Fig. 1: run 1, sequential cells coloured by netlist name
Bar = 20 um.
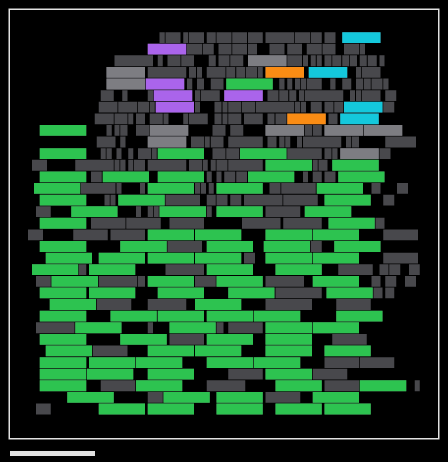
Fig. 2: run 1, the clock network
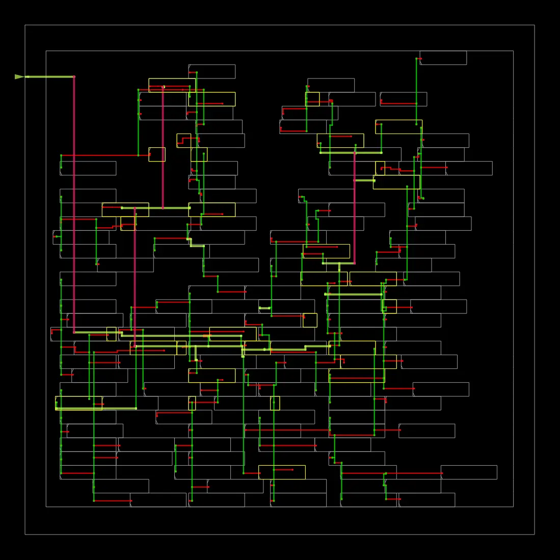
Fig. 3: run 1, routed metal per tile
The die is cut into 20 by 20 equal tiles; dark purple is low, yellow is high, scaled to the fullest tile. Values are wire area over tile area, all layers added.
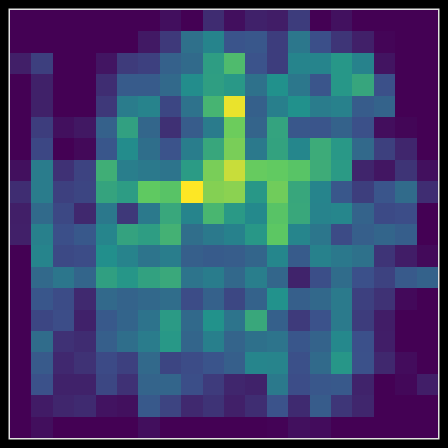
### src/rtl/hidden_cpu_program_feeder_if.sv
// Load/stream bundle between the program source, the feeder and the CPU core.
// Master drives the load and stall controls; the feeder (slave) returns the core-facing outputs.
interface hidden_cpu_program_feeder_if #(
  parameter int ADDR_W = 4
);
  logic              load_start;
  logic              load_valid;
  logic [5:0]        load_data;
  logic              load_ready;
  logic              load_end;
  logic              stall;
  logic [5:0]        instr_out;
  logic              cpu_rst;
  logic [ADDR_W:0]   prog_len;
  logic              running;
  logic              halted;
  logic              empty_err;

  modport master (
    output load_start, load_valid, load_data, load_end, stall,
    input  load_ready, instr_out, cpu_rst, prog_len, running, halted, empty_err
  );

  modport slave (
    input  load_start, load_valid, load_data, load_end, stall,
    output load_ready, instr_out, cpu_rst, prog_len, running, halted, empty_err
  );
endinterface

### src/rtl/hidden_cpu_program_feeder.sv
// Loads a program into a small instruction memory, holds the core in reset, then issues one instruction
// per clock straight from the registered read pointer (0 latency); stall inserts NOPs, load_ready gates writes.
module hidden_cpu_program_feeder #(
  parameter int         DEPTH      = 16,
  parameter int         ADDR_W     = 4,
  parameter int         RST_CYCLES = 2,
  parameter int         LOOP       = 1,
  parameter logic [5:0] NOP_INSTR  = 6'b000000
) (
  input  logic                          clk,
  input  logic                          rst,
  hidden_cpu_program_feeder_if.slave    bus
);

  typedef enum logic [2:0] {
    S_IDLE,
    S_LOAD,
    S_CPURST,
    S_RUN,
    S_HALT
  } state_t;

  localparam logic [ADDR_W:0] DEPTH_L  = (ADDR_W+1)'(DEPTH);
  localparam logic [3:0]      RST_LAST = 4'(RST_CYCLES - 1);

  state_t            state, state_nxt;
  logic [ADDR_W-1:0] wr_ptr, wr_ptr_nxt;
  logic [ADDR_W-1:0] rd_ptr, rd_ptr_nxt;
  logic [ADDR_W:0]   prog_len, prog_len_nxt;
  logic [3:0]        rst_cnt, rst_cnt_nxt;
  logic              empty_err, empty_err_nxt;
  logic              wr_en;
  logic [ADDR_W:0]   len_w;

  logic [5:0] mem [DEPTH];

  always_ff @(posedge clk or posedge rst) begin
    if (rst) begin
      state     <= S_IDLE;
      wr_ptr    <= '0;
      rd_ptr    <= '0;
      prog_len  <= '0;
      rst_cnt   <= '0;
      empty_err <= 1'b0;
    end else begin
      state     <= state_nxt;
      wr_ptr    <= wr_ptr_nxt;
      rd_ptr    <= rd_ptr_nxt;
      prog_len  <= prog_len_nxt;
      rst_cnt   <= rst_cnt_nxt;
      empty_err <= empty_err_nxt;
    end
  end

  // Program storage is deliberately left unreset; prog_len qualifies its contents.
  always_ff @(posedge clk) begin
    if (wr_en) begin
      mem[wr_ptr] <= bus.load_data;
    end
  end

  always_comb begin
    state_nxt     = state;
    wr_ptr_nxt    = wr_ptr;
    rd_ptr_nxt    = rd_ptr;
    prog_len_nxt  = prog_len;
    rst_cnt_nxt   = rst_cnt;
    empty_err_nxt = empty_err;
    wr_en         = 1'b0;
    len_w         = prog_len;

    bus.load_ready = 1'b0;
    bus.cpu_rst    = 1'b1;
    bus.running    = 1'b0;
    bus.halted     = 1'b0;
    bus.instr_out  = NOP_INSTR;

    unique case (state)
      S_LOAD: bus.load_ready = (prog_len < DEPTH_L);
      S_RUN: begin
        bus.cpu_rst = 1'b0;
        bus.running = 1'b1;
        if (!bus.stall) begin
          bus.instr_out = mem[rd_ptr];
        end
      end
      S_HALT: begin
        bus.cpu_rst = 1'b0;
        bus.halted  = 1'b1;
      end
      default: ;
    endcase

    // load_start restarts from any state and overrides every other control this cycle.
    if (bus.load_start) begin
      state_nxt     = S_LOAD;
      wr_ptr_nxt    = '0;
      rd_ptr_nxt    = '0;
      prog_len_nxt  = '0;
      rst_cnt_nxt   = '0;
      empty_err_nxt = 1'b0;
    end else begin
      unique case (state)
        S_LOAD: begin
          wr_en = bus.load_valid && bus.load_ready;
          len_w = prog_len + {{ADDR_W{1'b0}}, wr_en};
          if (wr_en) begin
            wr_ptr_nxt   = wr_ptr + 1'b1;
            prog_len_nxt = len_w;
          end
          if (bus.load_end) begin
            if (len_w != '0) begin
              state_nxt   = S_CPURST;
              rst_cnt_nxt = '0;
            end else begin
              state_nxt     = S_IDLE;
              empty_err_nxt = 1'b1;
            end
          end
        end
        S_CPURST: begin
          rst_cnt_nxt = rst_cnt + 1'b1;
          if (rst_cnt == RST_LAST) begin
            state_nxt  = S_RUN;
            rd_ptr_nxt = '0;
          end
        end
        S_RUN: begin
          if (!bus.stall) begin
            if ({1'b0, rd_ptr} == prog_len - 1'b1) begin
              rd_ptr_nxt = '0;
              if (LOOP == 0) begin
                state_nxt = S_HALT;
              end
            end else begin
              rd_ptr_nxt = rd_ptr + 1'b1;
            end
          end
        end
        default: ;
      endcase
    end
  end

  assign bus.prog_len  = prog_len;
  assign bus.empty_err = empty_err;

endmodule

### src/flat_wrapper.sv
// flat-port wrapper written by rule: the top's interface ports become plain ports
module hidden_cpu_program_feeder_flat 
#(
  parameter int         DEPTH      = 16,
  parameter int         ADDR_W     = 4,
  parameter int         RST_CYCLES = 2,
  parameter int         LOOP       = 1,
  parameter logic [5:0] NOP_INSTR  = 6'b000000
)
  (clk, rst, bus_load_start, bus_load_valid, bus_load_data, bus_load_end, bus_stall, bus_load_ready, bus_instr_out, bus_cpu_rst, bus_prog_len, bus_running, bus_halted, bus_empty_err);
  hidden_cpu_program_feeder_if #(.ADDR_W(ADDR_W)) bus_i ();
  input  logic clk;
  input  logic rst;
  input wire logic [$bits(bus_i.load_start)-1:0] bus_load_start;
  input wire logic [$bits(bus_i.load_valid)-1:0] bus_load_valid;
  input wire logic [$bits(bus_i.load_data)-1:0] bus_load_data;
  input wire logic [$bits(bus_i.load_end)-1:0] bus_load_end;
  input wire logic [$bits(bus_i.stall)-1:0] bus_stall;
  output wire logic [$bits(bus_i.load_ready)-1:0] bus_load_ready;
  output wire logic [$bits(bus_i.instr_out)-1:0] bus_instr_out;
  output wire logic [$bits(bus_i.cpu_rst)-1:0] bus_cpu_rst;
  output wire logic [$bits(bus_i.prog_len)-1:0] bus_prog_len;
  output wire logic [$bits(bus_i.running)-1:0] bus_running;
  output wire logic [$bits(bus_i.halted)-1:0] bus_halted;
  output wire logic [$bits(bus_i.empty_err)-1:0] bus_empty_err;
  assign bus_i.load_start = bus_load_start;
  assign bus_i.load_valid = bus_load_valid;
  assign bus_i.load_data = bus_load_data;
  assign bus_i.load_end = bus_load_end;
  assign bus_i.stall = bus_stall;
  assign bus_load_ready = bus_i.load_ready;
  assign bus_instr_out = bus_i.instr_out;
  assign bus_cpu_rst = bus_i.cpu_rst;
  assign bus_prog_len = bus_i.prog_len;
  assign bus_running = bus_i.running;
  assign bus_halted = bus_i.halted;
  assign bus_empty_err = bus_i.empty_err;
  hidden_cpu_program_feeder #(.DEPTH(DEPTH), .ADDR_W(ADDR_W), .RST_CYCLES(RST_CYCLES), .LOOP(LOOP), .NOP_INSTR(NOP_INSTR)) u_core (.clk(clk), .rst(rst), .bus(bus_i));
endmodule
### config.mk
export PLATFORM = sky130hd
export DESIGN_NAME = hidden_cpu_program_feeder_flat
export DESIGN_NICKNAME = d
export VERILOG_FILES = /design/src/rtl/hidden_cpu_program_feeder_if.sv /design/src/rtl/hidden_cpu_program_feeder.sv /design/src/flat_wrapper.sv
export SDC_FILE = /design/constraint.sdc
export NUM_CORES = 1
export LEC_CHECK = 0
export CAP_MARGIN = 20
export CORE_MARGIN = 4
export CORE_UTILIZATION = 59
export DETAILED_ROUTE_END_ITERATION = 12
export PLACE_DENSITY = 0.84
export SLEW_MARGIN = 20
export SYNTH_ARGS = -nofsm -noshare
export SYNTH_HDL_FRONTEND = slang
export SYNTH_SLANG_ARGS = --single-unit
export TNS_END_PERCENT = 20
### constraint.sdc
create_clock -name clk -period 3.44 [get_ports clk]
set_input_delay 0.688 -clock clk [delete_from_list [all_inputs] [get_ports clk]]
set_output_delay 0.688 -clock clk [all_outputs]
set_load 0.05 [all_outputs]
==> results.json, run 1 <==
{
  "synth.ff_latch_count": 116,
  "num-fill-cells": 490,
  "p_total_mw": 3.47,
  "dr.pass1.iters": 6,
  "pre_cts_slack_ns": 0.231,
  "stdcell_count": 465,
  "yosys.area.top_type": "edfxtp_1",
  "use_met2": 0.361,
  "grt_overflow": 0,
  "status": "finished, final reports clean",
  "dp.cells": 434,
  "async_flop_share": 0.172,
  "n_antenna_cell": 0,
  "dieWidth_um": 100,
  "portBuffers": 26,
  "drcViolationCount": 0,
  "rsz0062_at_grt": "false",
  "grt_use_met1": 0.297,
  "synth_area_sq_um": 5030,
  "cts.clk_slew.worst_paths_ns": 0.05,
  "pwr-share-clk": 0.466,
  "fp-row-count": 33,
  "lay_top_cells": "96 x edfxtp_1, 39 x nor2_1, 30 x mux4_2",
  "nNetsFinal": 370,
  "top_area_frac": 0.574,
  "logic_area_sq_um": 1510,
  "worstSetupStartpointType": "flop",
  "cts_tree": "done",
  "synthTopCellsByCount": "96 x edfxtp_1, 39 x nor2_1, 30 x mux4_2",
  "finalWeightedCongestion": 0.760,
  "max_cap_violations": 0,
  "wl_per_cell_um": 21.7,
  "p_leak_nw": 2.04,
  "fp.coreArea_sq_um": 8260,
  "drt_iter0_drc": 200,
  "swShare": 0.228,
  "ios": 28,
  "maxPowerGroup": "the clock network",
  "intPower_mw": 2.68,
  "antenna_found_initial": 0,
  "htreeDepth": 4,
  "p_sw_uw": 790,
  "cp_max_fo": 29,
  "clock.fmax_ghz": 0.309,
  "layout_top_cell": "edfxtp_1",
  "critical_path_class": "flop to output pin",
  "p_seq_mw": 1.57,
  "area_growth_syn_to_layout_pct": 18.2,
  "drive_gt1_frac": 0.214,
  "syn_inst": 312,
  "yosys_most_used_dff": "edfxtp_1",
  "synth.yosys.seq_area_share": 0.673,
  "fin_crit_ns": 3.23,
  "ys_cells": 312,
  "fin_crit_sh": 0.940,
  "hold_slack_ns": 0.507,
  "cts-root-buf": "clkbuf_8",
  "vdd_drop_max_uv": 461,
  "grt_busiest_layer": "met2",
  "cp.required_ns": 2.75,
  "pg_comb_uw": 289,
  "synth.distinct_cells": 39,
  "fin_ws_ns": 0.206,
  "cts_resized": 0,
  "topCellsByArea": "edfxtp_1 57%, mux4_2 13%, dfrtp_1 10%",
  "end_kind": "output pin",
  "yosys_area_sq_um": 5030,
  "setup_viol": 0,
  "yosys_warnings": 0,
  "max_slew.worst_pin.slew_ns": 0.809,
  "fp-utilization": 0.609,
  "clk_path_buf_depth": 2,
  "ant_nets": 0,
  "vias_per_cell": 6.19,
  "synth-edff-count": 96,
  "die_area_sq_um": 10100,
  "grt_pass1_wl_mm": 16.3,
  "hpwl_mm": 6.28
}
Notes on Fig. 1 above:
| netlist name | colour | placed flops |
|---|---|---|
| u_core.rst_cnt | cyan | 4 |
| u_core.bus.prog_len | purple | 5 |
| u_core.state | orange | 2 |
| u_core.mem | green | 96 |
not coloured: 9
Flop area: 3380 sq um
post-layout util: 0.719
sequential fraction of total cell area: 0.570

Notes on Fig. 2 above:
power of the clock network: 1.62 mW
Seq cells: 116
Clk Latency, worst-skew pair: 0.51 ns
Clock Sinks: 116
Clock Skews: 0.00622 ns

Notes on Fig. 3 above:
emptiest ninth of the die: north-west
mean over tiles: 0.16
fullest tile: 0.62
nearly empty tiles: 20%
tiles over half the peak: 14%
densest ninth of the die: centre
Vias: 2879
GRT Total Usage: 0.225
Routed WL: 10.1 mm

run 1: path summary, 6_finish.rpt:
kind / from / to / slack [ns] / cells past startpoint
worst max-delay path: u_core.rd_ptr[0] / bus_instr_out[1] / 0.21 / 5
worst min-delay path: u_core.bus.empty_err / u_core.bus.empty_err / 0.51 / 2
worst max register to register: u_core.state[0] / u_core.rst_cnt[2] / 0.55 / 9
worst min register to register: u_core.bus.empty_err / u_core.bus.empty_err / 0.51 / 2
max in group asynchronous: rst / u_core.bus.prog_len[2] / 2.37 / 2
min in group asynchronous: rst / u_core.rst_cnt[3] / 0.61 / 2
run 1: cells by family after synthesis:
| group | count (synthesis) | share of synthesized area |
|---|---|---|
| DFF | 116 | 0.673 |
| and+or+nand+nor | 90 | 0.0869 |
| muxes | 30 | 0.134 |
| buffers and inverters | 28 | 0.0279 |
| AOI/OAI and AO/OA | 26 | 0.0329 |
| xor gates and xnor gates | 11 | 0.0192 |
| adders and majority gates | 10 | 0.0249 |
| other | 1 | 0.000746 |
run 1: worst max-delay path, cell delays in order (launching register included):
cell     delay (ns)
dfrtp_1        0.37
buf_12         0.24
mux4_2         0.57
mux4_2         0.51
nor2b_1        0.15
buf_4          0.18
run 1: registers in the layout, summed over array words and instances, names as in the netlist:
name / cells
u_core.state: 2
u_core.rd_ptr: 4
u_core.bus.empty_err: 1
u_core.rst_cnt: 4
u_core.mem: 96
u_core.wr_ptr: 4
u_core.bus.prog_len: 5
run 1: area by class of cell:
class	count	share of cell area
Multi-Input combinational cell	168	0.255
Sequential cell	116	0.570
Clock buffer	17	0.0697
Tap cell	105	0.0221
Inverter	11	0.00695
Clock inverter	14	0.0234
Timing Repair Buffer	34	0.0535
run 1: metal layers:
layer	share of wire	wire, um
met1	0.39	3940
met2	0.52	5260
met3	0.065	661
met4	0.022	227
met5	0	0
Fig. 4: run 1, signal wires by layer
Only two layers are drawn.
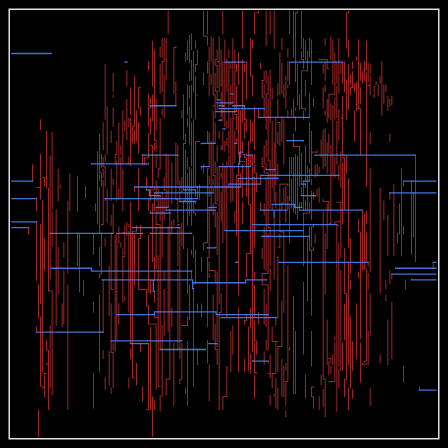

==> run 2, diff against run 1 <==
==> constraint.sdc (replaced) <==
create_clock -name clk -period 3.44 [get_ports clk]
set_input_delay 0.688 -clock clk [delete_from_list [all_inputs] [get_ports clk]]
set_output_delay 0.688 -clock clk [all_outputs]
set_load 0.02 [all_outputs]
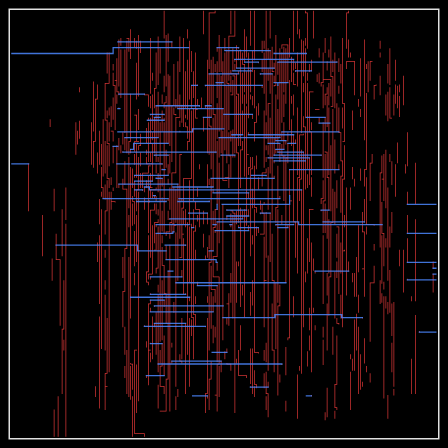
Fig. 5. Signal wires by layer (run 2).
Only two layers are drawn.
| layer | colour | wire length |
|---|---|---|
| metal 2 | red | 5770 um |
| metal 3 | blue | 977 um |
Vias: 3022
Routed WL: 11.6 mm

==> results.json, run 2 <==
{
  "fin_crit_ns": 3.36,
  "topCellsByArea": "edfxtp_1 57%, mux4_2 13%, dfrtp_1 10%",
  "reg_top3": "u_core.mem (96), u_core.bus.prog_len (5)",
  "comb_share": 0.251,
  "seq-cell-share": 0.564,
  "synthTopCellsByCount": "96 x edfxtp_1, 39 x nor2_1, 30 x mux4_2",
  "syn_inst": 312,
  "simple_gate_share": 0.0869,
  "synth.ff_latch_count": 116,
  "largest_register": "u_core.mem",
  "area_growth_syn_to_layout_pct": 19.3,
  "vias_per_cell": 6.47,
  "htreeDepth": 4,
  "synth_area_sq_um": 5030,
  "final_util": 0.726,
  "hpwl_mm": 6.56,
  "design.seq.count": 116,
  "bufAreaShareNonClock": 0.0555,
  "grtUsageTotal": 0.257,
  "logic_area_sq_um": 1500,
  "largest_reg_flops": 96,
  "p_total_mw": 3.62,
  "fin_crit_sh": 0.976,
  "taps": 105,
  "die_area_sq_um": 10100,
  "grt_overflow": 0,
  "yosys_area_sq_um": 5030,
  "dieWidth_um": 100,
  "hold_slack_ns": 0.548,
  "nNetsFinal": 371,
  "clk_path_buf_depth": 2,
  "logic_gate_count": 168,
  "yosys_warnings": 0,
  "synth.yosys.seq_area_share": 0.673,
  "final-clk-cell-share": 0.101,
  "ios": 28,
  "cts_sinks": 116,
  "fin_ws_ns": 0.0817,
  "dominant-cell-class": "sequential cells",
  "synth.distinct_cells": 39,
  "synthXorXnorAreaFrac": 0.0192,
  "ys_cells": 312,
  "top_area_frac": 0.574,
  "lay_top_cells": "96 x edfxtp_1, 39 x nor2_1, 30 x mux4_2",
  "drt_iter0_drc": 347,
  "layout_top_cell": "edfxtp_1",
  "yosys_most_used_dff": "edfxtp_1",
  "max_slew.worst_pin.slew_ns": 0.835,
  "fp.coreArea_sq_um": 8260,
  "dp.cells": 435,
  "yosys.area.top_type": "edfxtp_1",
  "clock.fmax_ghz": 0.298,
  "ant_nets": 0,
  "status": "finished, final reports clean",
  "cp_max_fo": 29,
  "rsz0062_at_grt": "false",
  "n_all_buffers": 35,
  "ys_sh_adder": 0.0249,
  "finalWeightedCongestion": 0.827,
  "cts-root-buf": "clkbuf_8",
  "stdcell_count": 467,
  "portBuffers": 26
}
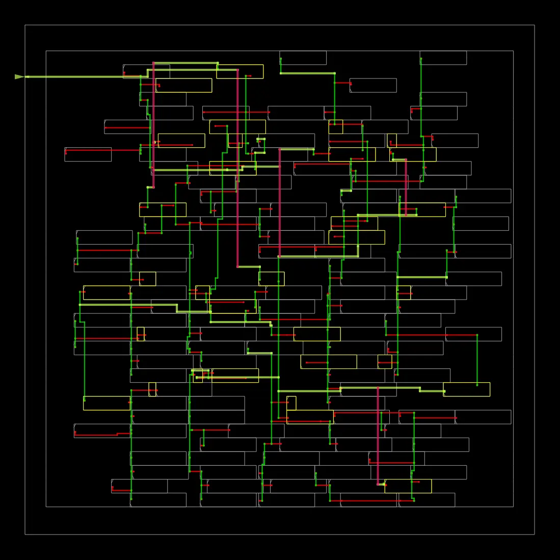
Fig. 6. The clock network (run 2).
clk_buf instances: 17
Clock Skews: 0.00438 ns
power of the clock network: 1.78 mW
CTS buffer count: 17
Clk Latency, worst-skew pair: 0.53 ns

[run 2: cell count changes in the layout (fill, tap and decap cells not counted), sizes merged]
cell	change
dlygate4sd2	+6
buf	-5
bufinv	+2
inv	-1
[run 2: timing repair]
item / in CTS / in global routing
setup endpoints to repair: 6 / 0
gates resized: 6 / 0
endpoints found under the hold margin: 0 / 0
buffers inserted: 0 / 0
[run 2: final timing paths]
check	startpoint	end	slack, ns	cells after the start
max in group asynchronous	rst	u_core.wr_ptr[2]	2.35	2
hold / removal	u_core.bus.empty_err	u_core.bus.empty_err	0.55	2
setup / recovery	u_core.rd_ptr[0]	bus_instr_out[3]	0.08	5
setup reg to reg	u_core.bus.prog_len[4]	u_core.rst_cnt[2]	0.35	10
hold reg to reg	u_core.bus.empty_err	u_core.bus.empty_err	0.55	2
min in group asynchronous	rst	u_core.rst_cnt[1]	0.61	2
[run 2: worst max-delay path: stages, from the launching register on]
cell and delay [ns]:
dfrtp_1 0.37, buf_12 0.24, mux4_2 0.55, mux4_2 0.50, nor2b_1 0.15, dlygate4sd2_1 0.32
[run 2: per-layer routing]
metal  routed length (um)  track usage  share of wire  up-vias
met4                  362        0.119          0.031        0
met2                 5770        0.388           0.50      209
met3                  977       0.0716          0.084       35
met1                 4510        0.352           0.39     1511
met5                    0            0              0        -
li1                     -            -              -     1267
[run 2: cells by family after synthesis]
| logic type | after synthesis |
|---|---|
| buffers and inverters | 28 |
| adder cells (fa/ha/maj) | 10 |
| other | 1 |
| AND/OR/NAND/NOR | 90 |
| flip-flops | 116 |
| multiplexers | 30 |
| AND-OR/OR-AND | 26 |
| XOR/XNOR | 11 |
[run 2: power by group]
part           total [mW]  internal (mW)  switching, mW
registers            1.57           1.55         0.0207
logic               0.268          0.119          0.149
clock network        1.78           1.16          0.619
Fig. 7: run 2, routed metal per tile
The die is cut into 20 by 20 equal tiles; dark purple is low, yellow is high, scaled to the fullest tile. Values are wire area over tile area, all layers added.
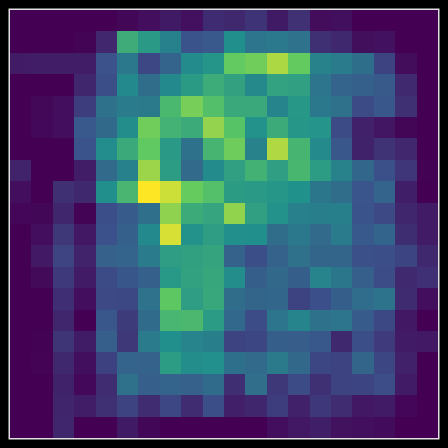

==> run 3, diff against run 2 <==
Settings changed: CORE_ASPECT_RATIO from default to 0.75.
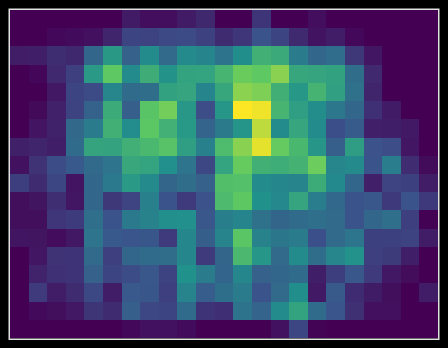
Fig. 8. Routed metal per tile (run 3).
The die is cut into 23 by 18 equal tiles; dark purple is low, yellow is high, scaled to the fullest tile. Values are wire area over tile area, all layers added.
densest ninth of the die: centre
emptiest ninth of the die: south-west
fullest tile: 0.67
nearly empty tiles: 16%
mean over tiles: 0.19
Vias: 2969
Routed WL: 11.4 mm
GRT Total Usage: 0.250

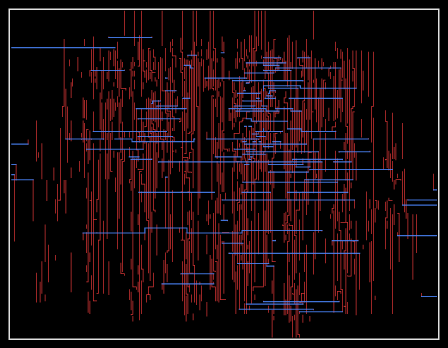
Fig. 9. Signal wires by layer (run 3).
Only two layers are drawn.
| layer | colour | wire length |
|---|---|---|
| metal 3 | blue | 988 um |
| metal 2 | red | 5580 um |
routed wire length per instance: 24.5 um

==> results.json, run 3 <==
{
  "cts_sinks": 116,
  "area_growth_syn_to_layout_pct": 19.4,
  "ys_cells": 312,
  "synthTopLogicFamily": "multiplexers",
  "regArea_sq_um": 3380,
  "synth_area_sq_um": 5030,
  "htreeDepth": 4,
  "grt_overflow": 0,
  "clk_path_buf_depth": 2,
  "fin_ws_ns": 0.164,
  "path_delay_family": "multiplexers",
  "dr.pass1.iters": 5,
  "ios": 28,
  "die_area_sq_um": 10100,
  "critical_path_class": "flop to output pin",
  "cpPeakStageDelay_ns": 0.53,
  "vdd_drop_max_uv": 403,
  "largest_register": "u_core.mem",
  "num-fill-cells": 438,
  "slew_headroom": 0.451,
  "finalWeightedCongestion": 0.757,
  "synth.most_common_cell": "edfxtp_1",
  "ys_sh_adder": 0.0249,
  "clock.fmax_ghz": 0.305,
  "n_antenna_cell": 0,
  "fp-utilization": 0.621,
  "synth-edff-count": 96,
  "ant_nets": 0,
  "tns_ns": 0,
  "end_kind": "output pin",
  "syn_inst": 312,
  "fp-row-count": 28,
  "use_met2": 0.394,
  "aoi_share": 0.0329,
  "min_path_type": "flop to flop",
  "synth_nets": 334,
  "simple_gate_share": 0.0869,
  "topCellsByArea": "edfxtp_1 57%, mux4_2 13%, dfrtp_1 10%",
  "fin_crit_ns": 3.28,
  "place_area_sq_um": 5380,
  "largest_reg_flops": 96,
  "yosys_most_used_dff": "edfxtp_1",
  "vias_per_cell": 6.40,
  "yosys_area_sq_um": 5030,
  "synth.ff_latch_count": 116,
  "dieWidth_um": 115,
  "use_met3": 0.0718,
  "worstSetupStartpointType": "flop",
  "antenna_found_initial": 1,
  "grt_busiest_layer": "met2",
  "path_buffers": 2,
  "yosys.area.top_type": "edfxtp_1",
  "cp.required_ns": 2.75,
  "cts.clk_slew.worst_paths_ns": 0.05,
  "syn_avg_cell_area_sq_um": 16.1,
  "fp.coreArea_sq_um": 8090,
  "die_y_um": 87.9,
  "grt_pass1_wl_mm": 17.8,
  "rsz0062_at_grt": "false",
  "insertion_delay_ns": 0.40,
  "powerDensity_nw_per_um2": 597,
  "mux_area_frac": 0.134,
  "cts_setup_buffers": 0,
  "r2r_slack_ns": 0.66,
  "drive_gt1_frac": 0.189,
  "top_area_frac": 0.574,
  "grt_pass1_vias": 2969,
  "final_area_sq_um": 6000,
  "grt_use_met1": 0.344,
  "reg_top3": "u_core.mem (96), u_core.bus.prog_len (5)",
  "critPathMostFrequentCell": "mux4_2",
  "portBuffers": 26,
  "finalMaxSlewViolations": 0,
  "slowest_stage": "mux4_2",
  "nNetsFinal": 368,
  "tool_warnings": 30,
  "setup_viol": 0,
  "drcViolationCount": 0,
  "max_cap_violations": 0,
  "layout_top_cell": "edfxtp_1",
  "synth.distinct_cells": 39,
  "p_total_mw": 3.58,
  "hpwl_mm": 6.92,
  "yosys_warnings": 0,
  "status": "finished, final reports clean",
  "logic_area_sq_um": 1500,
  "grt_start_max_net_pins": 24,
  "pre_cts_slack_ns": 0.398,
  "cp_max_fo": 14,
  "fin_crit_sh": 0.952,
  "synthXorXnorAreaFrac": 0.0192,
  "final_util": 0.741,
  "cts_tree": "done",
  "async_flop_share": 0.172,
  "synthTopCellsByCount": "96 x edfxtp_1, 39 x nor2_1, 30 x mux4_2",
  "path_cells": "bufbuf_16, mux4_2, mux4_2, nor2b_1, dlygate4sd2_1",
  "crit_arrival_ns": 2.59,
  "p_leak_nw": 2.06,
  "synth.yosys.seq_area_share": 0.673,
  "cts-root-buf": "clkbuf_16",
  "lay_top_cells": "96 x edfxtp_1, 39 x nor2_1, 30 x mux4_2",
  "final-hold-violation-count": 0,
  "cts_buffers": 17,
  "finClkSkew_ns": 0.00803,
  "drt_iter0_drc": 330,
  "max_slew.worst_pin.slew_ns": 0.822
}
[run 3: cell count changes in the layout (fill, tap and decap cells not counted), sizes merged]
cell    change
bufbuf      +1
bufinv      -1
buf         -4
clkbuf      +1
[run 3: stage by stage]
| stage | cells | hold WS, ns |
|---|---|---|
| 2_1_floorplan | 312 | 0.509 |
| 3_3_place_gp | 431 | 0.483 |
| 3_5_place_dp | 431 | 0.508 |
| 4_1_cts | 464 | 0.516 |
| 5_1_grt | 464 | 0.541 |
| 6_report | 464 | 0.512 |
[run 3: cell type report]
cell class | instances | area share
Clock inverter | 14 | 0.0271
Sequential cell | 116 | 0.564
Tap cell | 105 | 0.0219
Inverter | 11 | 0.00688
Multi-Input combinational cell | 168 | 0.250
Timing Repair Buffer | 32 | 0.0580
Clock buffer | 18 | 0.0715
[run 3: repair_timing]
action	4_1_cts	5_1_grt
setup endpoints to repair	6	0
hold buffers	0	0
resized	6	0
[run 3: power breakdown]
part | total, mW | internal [mW] | switching, mW | leakage (nW)
Sequential | 1.57 | 1.55 | 0.0224 | 1.14
Clock | 1.74 | 1.13 | 0.608 | 0.273
Combinational | 0.273 | 0.123 | 0.149 | 0.654
[run 3: worst paths after layout]
path / depth (start not counted) / start / end
hold reg to reg: 2 / u_core.bus.empty_err / u_core.bus.empty_err
hold / removal: 2 / u_core.bus.empty_err / u_core.bus.empty_err
setup reg to reg: 10 / u_core.state[0] / u_core.rst_cnt[3]
setup / recovery: 5 / u_core.rd_ptr[0] / bus_instr_out[5]
min in group asynchronous: 2 / rst / u_core.rst_cnt[1]
max in group asynchronous: 2 / rst / u_core.rd_ptr[0]
[run 3: layer usage]
metal / share of wire / up-vias
met5: 0.00062 / -
met3: 0.087 / 29
met2: 0.49 / 189
met1: 0.40 / 1485
met4: 0.019 / 2
li1: - / 1264
Power figures rest on the tool's default switching activity, not on a simulated workload.
